File: config.mk
export PLATFORM = sky130hd
export DESIGN_NAME = store_buffer
export DESIGN_NICKNAME = d
export VERILOG_FILES = /design/src/rtl/store_buffer_pkg.sv /design/src/rtl/store_buffer_sq_fwd_match.sv /design/src/rtl/store_buffer.sv
export SDC_FILE = /design/constraint.sdc
export NUM_CORES = 1
export LEC_CHECK = 0
export CAP_MARGIN = 5
export CORE_MARGIN = 10
export CORE_UTILIZATION = 45
export CTS_CLUSTER_DIAMETER = 60
export CTS_CLUSTER_SIZE = 20
export DETAILED_ROUTE_END_ITERATION = 10
export PLACE_DENSITY = 0.63
export SLEW_MARGIN = 25
export SYNTH_ARGS = -nofsm -noshare
export SYNTH_HDL_FRONTEND = slang
export SYNTH_SLANG_ARGS = --single-unit
File: constraint.sdc
create_clock -name clk -period 18.91 [get_ports clk]
set_clock_uncertainty 0.1 [all_clocks]
set_input_delay 2.8365 -clock clk [delete_from_list [all_inputs] [get_ports clk]]
set_output_delay 2.8365 -clock clk [all_outputs]
set_load 0.005 [all_outputs]
File: src/rtl/store_buffer_pkg.sv
// store_buffer_pkg: default sizing shared by the store buffer and its forwarding matcher.
package store_buffer_pkg;
  localparam int SQ_SIZE    = 8;
  localparam int ADDR_WIDTH = 32;
  localparam int DATA_WIDTH = 32;
  localparam int ROB_SEL    = 5;
endpackage

File: src/rtl/store_buffer_sq_fwd_match.sv
// sq_fwd_match: picks the youngest older store overlapping a load; stalls on partial cover or unexecuted older stores.
module sq_fwd_match #(
  parameter int DEPTH  = 8,
  parameter int ADDR_W = 32,
  parameter int DATA_W = 32,
  parameter int IDX_W  = $clog2(DEPTH),
  parameter int BE_W   = DATA_W / 8
) (
  input  logic [IDX_W:0]       i_head,
  input  logic [IDX_W:0]       i_ld_idx,
  input  logic [ADDR_W-1:0]    i_ld_addr,
  input  logic [BE_W-1:0]      i_ld_be,
  input  logic [DEPTH-1:0]     i_valid,
  input  logic [DEPTH-1:0]     i_exec,
  input  logic [ADDR_W-1:0]    i_addr [DEPTH],
  input  logic [DATA_W-1:0]    i_data [DEPTH],
  input  logic [BE_W-1:0]      i_be   [DEPTH],
  output logic                 o_hit,
  output logic                 o_stall,
  output logic [DATA_W-1:0]    o_data
);
  localparam int OFF = $clog2(BE_W);
  logic [IDX_W:0]   w_span;
  logic [IDX_W-1:0] w_e;
  logic [IDX_W-1:0] w_idx;
  logic             w_found;
  logic             w_unexec;
  logic             w_cover;
  logic             w_unused;
  assign w_unused = ^i_ld_addr;
  always_comb begin
    w_span   = i_ld_idx - i_head;
    w_e      = '0;
    w_idx    = '0;
    w_found  = 1'b0;
    w_unexec = 1'b0;
    // Walking oldest to youngest lets the last match win.
    for (int d = 0; d < DEPTH; d++) begin
      w_e = i_head[IDX_W-1:0] + IDX_W'(d);
      if ((IDX_W+1)'(d) < w_span && i_valid[w_e]) begin
        if (!i_exec[w_e]) w_unexec = 1'b1;
        else if (i_addr[w_e][ADDR_W-1:OFF] == i_ld_addr[ADDR_W-1:OFF] && |(i_be[w_e] & i_ld_be)) begin
          w_found = 1'b1;
          w_idx   = w_e;
        end
      end
    end
    w_cover = (i_be[w_idx] & i_ld_be) == i_ld_be;
    o_hit   = w_found && w_cover && !w_unexec;
    o_stall = w_unexec || (w_found && !w_cover);
    o_data  = o_hit ? i_data[w_idx] : '0;
  end
endmodule

File: src/rtl/store_buffer.sv
// store_buffer: in-order LSU store queue with speculative/committed split, memory drain and load probe.
// Store-to-load forwarding is built only when SQ_FORWARD_EN is defined; otherwise matching loads stall.
module store_buffer
  import store_buffer_pkg::*;
#(
  parameter int DEPTH  = SQ_SIZE,
  parameter int ADDR_W = ADDR_WIDTH,
  parameter int DATA_W = DATA_WIDTH,
  parameter int ROB_W  = ROB_SEL,
  parameter int IDX_W  = $clog2(DEPTH)
) (
  input  logic                  clk,
  input  logic                  reset,
  input  logic                  alloc_valid,
  output logic                  alloc_ready,
  input  logic [ROB_W-1:0]      alloc_rob_idx,
  output logic [IDX_W:0]        alloc_sq_idx,
  input  logic                  exec_valid,
  input  logic [IDX_W-1:0]      exec_sq_idx,
  input  logic [ADDR_W-1:0]     exec_addr,
  input  logic [DATA_W-1:0]     exec_data,
  input  logic [DATA_W/8-1:0]   exec_be,
  input  logic                  commit_valid,
  input  logic                  flush,
  output logic                  mem_req_valid,
  input  logic                  mem_req_ready,
  output logic [ADDR_W-1:0]     mem_req_addr,
  output logic [DATA_W-1:0]     mem_req_data,
  output logic [DATA_W/8-1:0]   mem_req_be,
  input  logic                  ld_valid,
  input  logic [ADDR_W-1:0]     ld_addr,
  input  logic [DATA_W/8-1:0]   ld_be,
  input  logic [IDX_W:0]        ld_sq_idx,
  output logic                  fwd_hit,
  output logic [DATA_W-1:0]     fwd_data,
  output logic                  fwd_stall,
  output logic                  sq_full,
  output logic                  sq_empty,
  output logic [IDX_W:0]        sq_count
);
  localparam int BE_W = DATA_W / 8;
  logic [IDX_W:0]     r_head, r_cmt, r_tail;
  logic [DEPTH-1:0]   r_valid, r_exec;
  logic [ROB_W-1:0]   r_rob  [DEPTH];
  logic [ADDR_W-1:0]  r_addr [DEPTH];
  logic [DATA_W-1:0]  r_data [DEPTH];
  logic [BE_W-1:0]    r_be   [DEPTH];
  logic [IDX_W-1:0]   w_head_i, w_cmt_i, w_tail_i, w_off;
  logic [IDX_W:0]     w_spec;
  logic [DEPTH-1:0]   w_kill;
  logic               w_alloc, w_exec, w_commit_ok, w_commit, w_drain;
  logic               w_hit, w_stall;
  logic [DATA_W-1:0]  w_fwd;
  assign w_head_i      = r_head[IDX_W-1:0];
  assign w_cmt_i       = r_cmt[IDX_W-1:0];
  assign w_tail_i      = r_tail[IDX_W-1:0];
  assign sq_count      = r_tail - r_head;
  assign sq_full       = sq_count == (IDX_W+1)'(DEPTH);
  assign sq_empty      = sq_count == '0;
  assign alloc_ready   = !sq_full;
  assign alloc_sq_idx  = r_tail;
  assign mem_req_valid = r_head != r_cmt;
  assign mem_req_addr  = r_addr[w_head_i];
  assign mem_req_data  = r_data[w_head_i];
  assign mem_req_be    = r_be[w_head_i];
  assign w_alloc       = alloc_valid && alloc_ready && !flush;
  assign w_exec        = exec_valid && r_valid[exec_sq_idx] && !flush;
  assign w_commit_ok   = r_cmt != r_tail && r_exec[w_cmt_i];
  assign w_commit      = commit_valid && w_commit_ok && !flush;
  assign w_drain       = mem_req_valid && mem_req_ready;
  assign w_spec        = r_tail - r_cmt;
  // Entries in [cmt,tail) are the speculative ones a flush throws away.
  always_comb begin
    w_off  = '0;
    w_kill = '0;
    for (int i = 0; i < DEPTH; i++) begin
      w_off     = IDX_W'(i) - w_cmt_i;
      w_kill[i] = {1'b0, w_off} < w_spec;
    end
  end
  always_ff @(posedge clk) begin
    if (reset) begin
      r_head  <= '0;
      r_cmt   <= '0;
      r_tail  <= '0;
      r_valid <= '0;
      r_exec  <= '0;
    end else begin
      if (commit_valid && !flush)
        assert (w_commit_ok) else $warning("store_buffer: commit ignored, entry for rob %0d not executable", r_rob[w_cmt_i]);
      if (w_drain) begin
        r_valid[w_head_i] <= 1'b0;
        r_exec[w_head_i]  <= 1'b0;
        r_head            <= r_head + 1'b1;
      end
      if (flush) begin
        r_valid <= r_valid & ~w_kill;
        r_exec  <= r_exec & ~w_kill;
        r_tail  <= r_cmt;
      end else begin
        if (w_alloc) begin
          r_valid[w_tail_i] <= 1'b1;
          r_exec[w_tail_i]  <= 1'b0;
          r_rob[w_tail_i]   <= alloc_rob_idx;
          r_tail            <= r_tail + 1'b1;
        end
        if (w_exec) begin
          r_exec[exec_sq_idx] <= 1'b1;
          r_addr[exec_sq_idx] <= exec_addr;
          r_data[exec_sq_idx] <= exec_data;
          r_be[exec_sq_idx]   <= exec_be;
        end
        if (w_commit) r_cmt <= r_cmt + 1'b1;
      end
    end
  end
`ifdef SQ_FORWARD_EN
  sq_fwd_match #(
    .DEPTH(DEPTH), .ADDR_W(ADDR_W), .DATA_W(DATA_W), .IDX_W(IDX_W), .BE_W(BE_W)
  ) u_fwd (
    .i_head(r_head), .i_ld_idx(ld_sq_idx), .i_ld_addr(ld_addr), .i_ld_be(ld_be),
    .i_valid(r_valid), .i_exec(r_exec), .i_addr(r_addr), .i_data(r_data), .i_be(r_be),
    .o_hit(w_hit), .o_stall(w_stall), .o_data(w_fwd)
  );
`else
  localparam int OFF = $clog2(BE_W);
  logic [IDX_W:0]   w_span;
  logic [IDX_W-1:0] w_e;
  logic             w_unused;
  assign w_unused = ^{ld_be, ld_addr};
  assign w_hit    = 1'b0;
  assign w_fwd    = '0;
  always_comb begin
    w_span  = ld_sq_idx - r_head;
    w_e     = '0;
    w_stall = 1'b0;
    for (int d = 0; d < DEPTH; d++) begin
      w_e = w_head_i + IDX_W'(d);
      if ((IDX_W+1)'(d) < w_span && r_valid[w_e] &&
          (!r_exec[w_e] || r_addr[w_e][ADDR_W-1:OFF] == ld_addr[ADDR_W-1:OFF]))
        w_stall = 1'b1;
    end
  end
`endif
  assign fwd_hit   = ld_valid && w_hit;
  assign fwd_stall = ld_valid && w_stall;
  assign fwd_data  = ld_valid ? w_fwd : '0;
endmodule

### Clock wires, drivers and flops

Scale bar: 100 um.
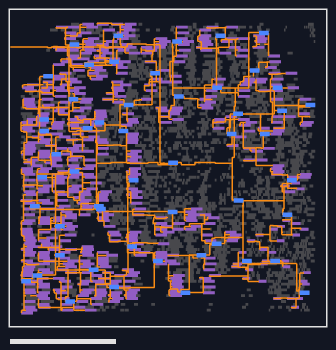
Key: blue = clock drivers [count 52]; purple = flip-flops [count 575]; orange = clock wires [length 6,940 um]
There are 53 routed clock nets.
clk pwr: 1.12 mW
clock power share: 0.422
Latency at later pin: 0.60 ns

### Placement view

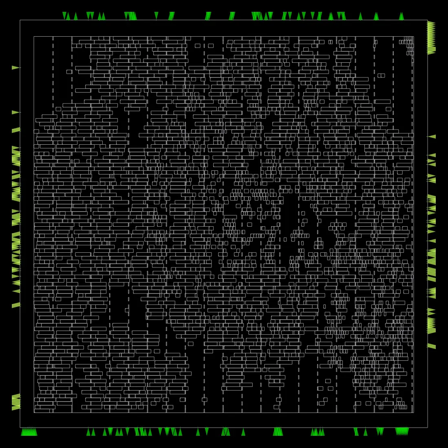
Final Core Density: 0.513
Tap Cells: 1,030
CORE AREA: 76,200 um^2

==> results_dict.tcl <==
# flow metrics
set metrics [dict create \
    outcome "completed" \
    maxSlewViolCount 0 \
    io_pins 238 \
    hold_viol_final 0 \
    routed_via_density 6.47 \
    fmax_mhz 97.2 \
    wl_per_cell_um 31.2 \
    die_w_um 298 \
    r2r_setup_slack_ns 15.17 \
    cts_root_buf "clkbuf_16" \
    period_needed_ns 10.29 \
    start_kind "flip-flop" \
    yosysMostFrequentCell "edfxtp_1" \
    leakagePower_nw 11.6 \
    route.met3.wl_um 10700 \
    reg2reg_depth 9 \
    grt_pass1_wl_um 160000 \
    synth_warnings 0 \
    ys_chip_area_um2 34700 \
    critPathCaptureType "primary output" \
    cp_top_family "buffers and inverters" \
    path_clk_slew_ns 0.06 \
    pre_cts_slack_ns 9.01 \
    hp-class "flip-flop to flip-flop" \
    max_stage_delay_ns 0.94 \
    maxCapViolations 0 \
    ctsHoldBuffers 0 \
    cp-startpoint "r_head[0]" \
    rsz0062_at_grt "false" \
    hp-start "r_valid[2]" \
    drt_iter0_markers 2470 \
    synthToLayoutAreaGrowth_pct 12.8 \
    post-route-cell-area_um2 39100 \
    dp.cells 3400 \
    nFillCells 6343 \
    grt_pass1_vias 22400 \
    p_int_mw 2.03 \
    whs_endpoint "r_valid[2]" \
    crit_fanout 53 \
    postCtsSetupBuffers 0 \
    avgSynthCellArea_um2 15.0 \
    reg2reg_from "r_valid[7]" \
    switching_share 0.235 \
    met1_usage 0.321 \
    maxSlewHeadroom 0.219 \
    cp-endpoint "fwd_stall" \
    power.total_mw 2.65 \
    dieArea_um2 88600 \
    htreeDepth 2 \
    dp_hpwl_um 74700 \
    die_y_um 298 \
    rows 101 \
    fin_cells 3497 \
    power.group.top "sequential cells" \
    antenna_found_initial 11 \
    combPwrFrac 0.052 \
    post_cts_resized 0 \
    crit_required_ns 15.97 \
    top_layer "met5" \
    seq_power_mw 1.40 \
    setup_tns_ns 0 \
    drc 0 \
    top_area_frac 0.471 \
]
### Placement by cell class

Scale bar: 100 um.
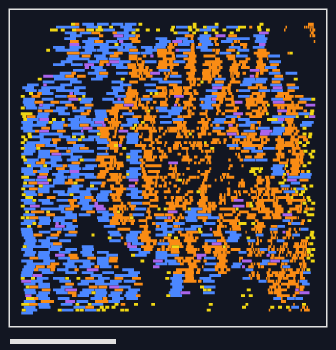
Key: purple = clock drivers and dummy loads [cells 92, share of their area 4.8%]; blue = flops [cells 575, share of their area 45%]; orange = combinational and other logic [cells 1,553, share of their area 44%]; yellow = other buffers and delay cells [cells 242, share of their area 6.2%]

### M2 wires

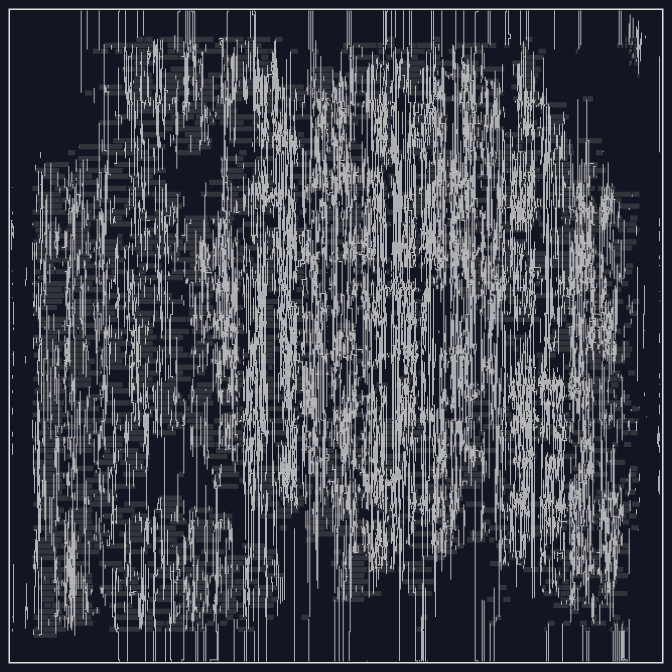
The layer holds 47% of the routed length. 2,272 nets have wire on it.
Routed Wire Length: 109,000 um
routed vias: 22,600
met2 usage: 0.380

[layout make-up]
class	count	area, um^2	area share
Clock buffer	52	1300	0.0333
Inverter	30	113	0.00288
Multi-Input combinational cell	1523	16600	0.424
Sequential cell	575	17000	0.434
Timing Repair Buffer	242	2340	0.0600
Antenna cell	5	12.5	0.000320
Clock inverter	40	504	0.0129
Tap cell	1030	1290	0.0330
[cell families (layout without fill, tap and decap cells)]
group,Yosys count,in the layout,synth area share
XOR/XNOR,264,264,0.0667
adder cells (fa/ha/maj),34,34,0.0131
buffers and inverters,243,364,0.0396
AND/OR/NAND/NOR,380,380,0.0549
flip-flops,575,575,0.489
multiplexers,560,560,0.290
AND-OR/OR-AND,252,252,0.0467
other,1,38,0.000108
Power and IR drop assume default switching activity.
